Where the registers sit:
(1.5 px per um) Other sequential cells in the stronger gray, the rest of the logic in the fainter gray.
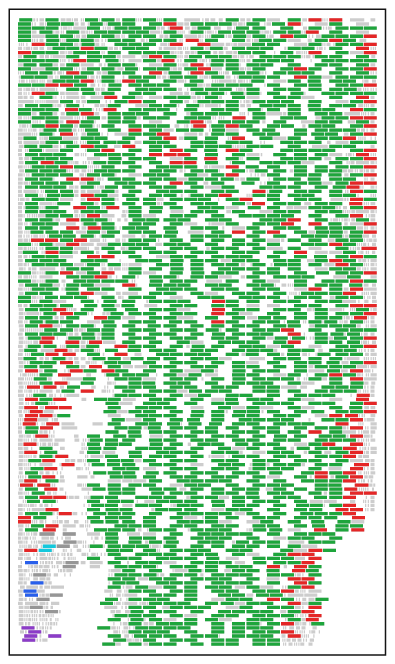
Clock wires, drivers and flops:
(1.5 px per um)
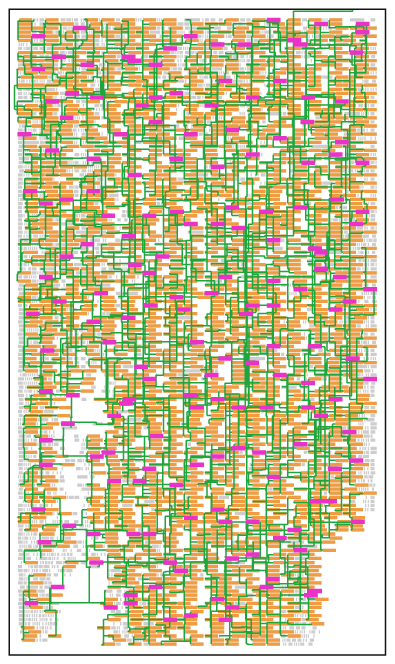
Power grid:
(1 px per um) Pins as bars on the die edge.
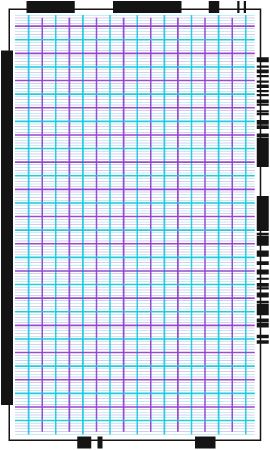
==> config.mk <==
export PLATFORM = sky130hd
export DESIGN_NAME = row_skew_feeder_flat
export DESIGN_NICKNAME = d
export VERILOG_FILES = /design/src/rtl/ffn_pkg.sv /design/src/rtl/row_skew_feeder_if.sv /design/src/rtl/skew_delay_line.sv /design/src/rtl/row_skew_feeder.sv /design/src/flat_wrapper.sv
export SDC_FILE = /design/constraint.sdc
export NUM_CORES = 1
export LEC_CHECK = 0
export ABC_AREA = 1
export CORE_ASPECT_RATIO = 1.75
export CORE_MARGIN = 5
export CORE_UTILIZATION = 60
export CTS_CLUSTER_DIAMETER = 40
export DETAILED_ROUTE_END_ITERATION = 10
export GPL_ROUTABILITY_DRIVEN = 0
export MAX_ROUTING_LAYER = met4
export PLACE_DENSITY = 0.83
export SYNTH_ARGS = -nofsm -noshare
export SYNTH_HDL_FRONTEND = slang
export SYNTH_SLANG_ARGS = --single-unit
==> constraint.sdc <==
create_clock -name clk -period 2.6 [get_ports clk]
set_input_delay 0.52 -clock clk [delete_from_list [all_inputs] [get_ports clk]]
set_output_delay 0.52 -clock clk [all_outputs]
set_load 0.02 [all_outputs]
==> results.sh <==
# physical design summary
export IMPL_status="finished, violations left"
export IMPL_violations="negative setup slack"
export IMPL_synth_adder_area_share_pct=0.240
export IMPL_p_int_mw=62.2
export IMPL_num_nets_final=4509
export IMPL_setup_violations=3
export IMPL_syn_area_um2=60400
export IMPL_io_buffers=546
export IMPL_antenna_cells=26
export IMPL_post_cts_resized=291
export IMPL_holdPathStages=3
export IMPL_synth_logic_top_family="buffers and inverters"
export IMPL_ant_nets=0
export IMPL_cts_sinks=2214
export IMPL_layout_setup_ws_ps=-88.7
export IMPL_seqPwrFrac_pct=55.5
export IMPL_inverters=541
export IMPL_crit_path_max_incr_delay_ps=380
export IMPL_largest_register_ffs=1929
export IMPL_seq_cell_count=2214
export IMPL_vias=28000
export IMPL_critPathSlowestCell="dfrtp_1"
export IMPL_yosys_cells=3458
Notes on 'where the registers sit' above:
legend:
  u_core.g_lane.u_delay.stage_q:
    color: green
    flops: 1929
    where: all over the die
  u_core.state_q:
    color: cyan
    flops: 2
  u_core.nrows_q:
    color: purple
    flops: 5
    where: bottom left
  u_core.base_q:
    color: blue
    flops: 4
    where: bottom left
  u_core.g_lane.u_delay.dout:
    color: red
    flops: 263
    where: all over the die
not colored: 11
flop share of the area: 74.1%
utilization after layout: 74.5%

Notes on 'clock wires, drivers and flops' above:
legend:
  flip-flops:
    color: orange
    count: 2214
  clock wires:
    color: green
    length: 25.4 mm
  cells driving clock nets:
    color: magenta
    count: 177
routed clock nets: 178
flops lie: all over the die
clock latency on the worst-skew pair: 830 ps
Clock group: 29.6 mW
skew final: 53.6 ps
Clock Power Share: 34.8%

Notes on 'power grid' above:
legend:
  VDD:
    color: purple
  VSS:
    color: cyan
rows: 154
met5 straps: 30
met1 rails: 155
signal pins: 547
met4 straps: 17
Die H: 430 um
maximum VDD drop: 0.902 mV
width of the die: 250 um
Core Region: 100000 um2

No activity file was given, so power comes from the tool's default toggle rates.
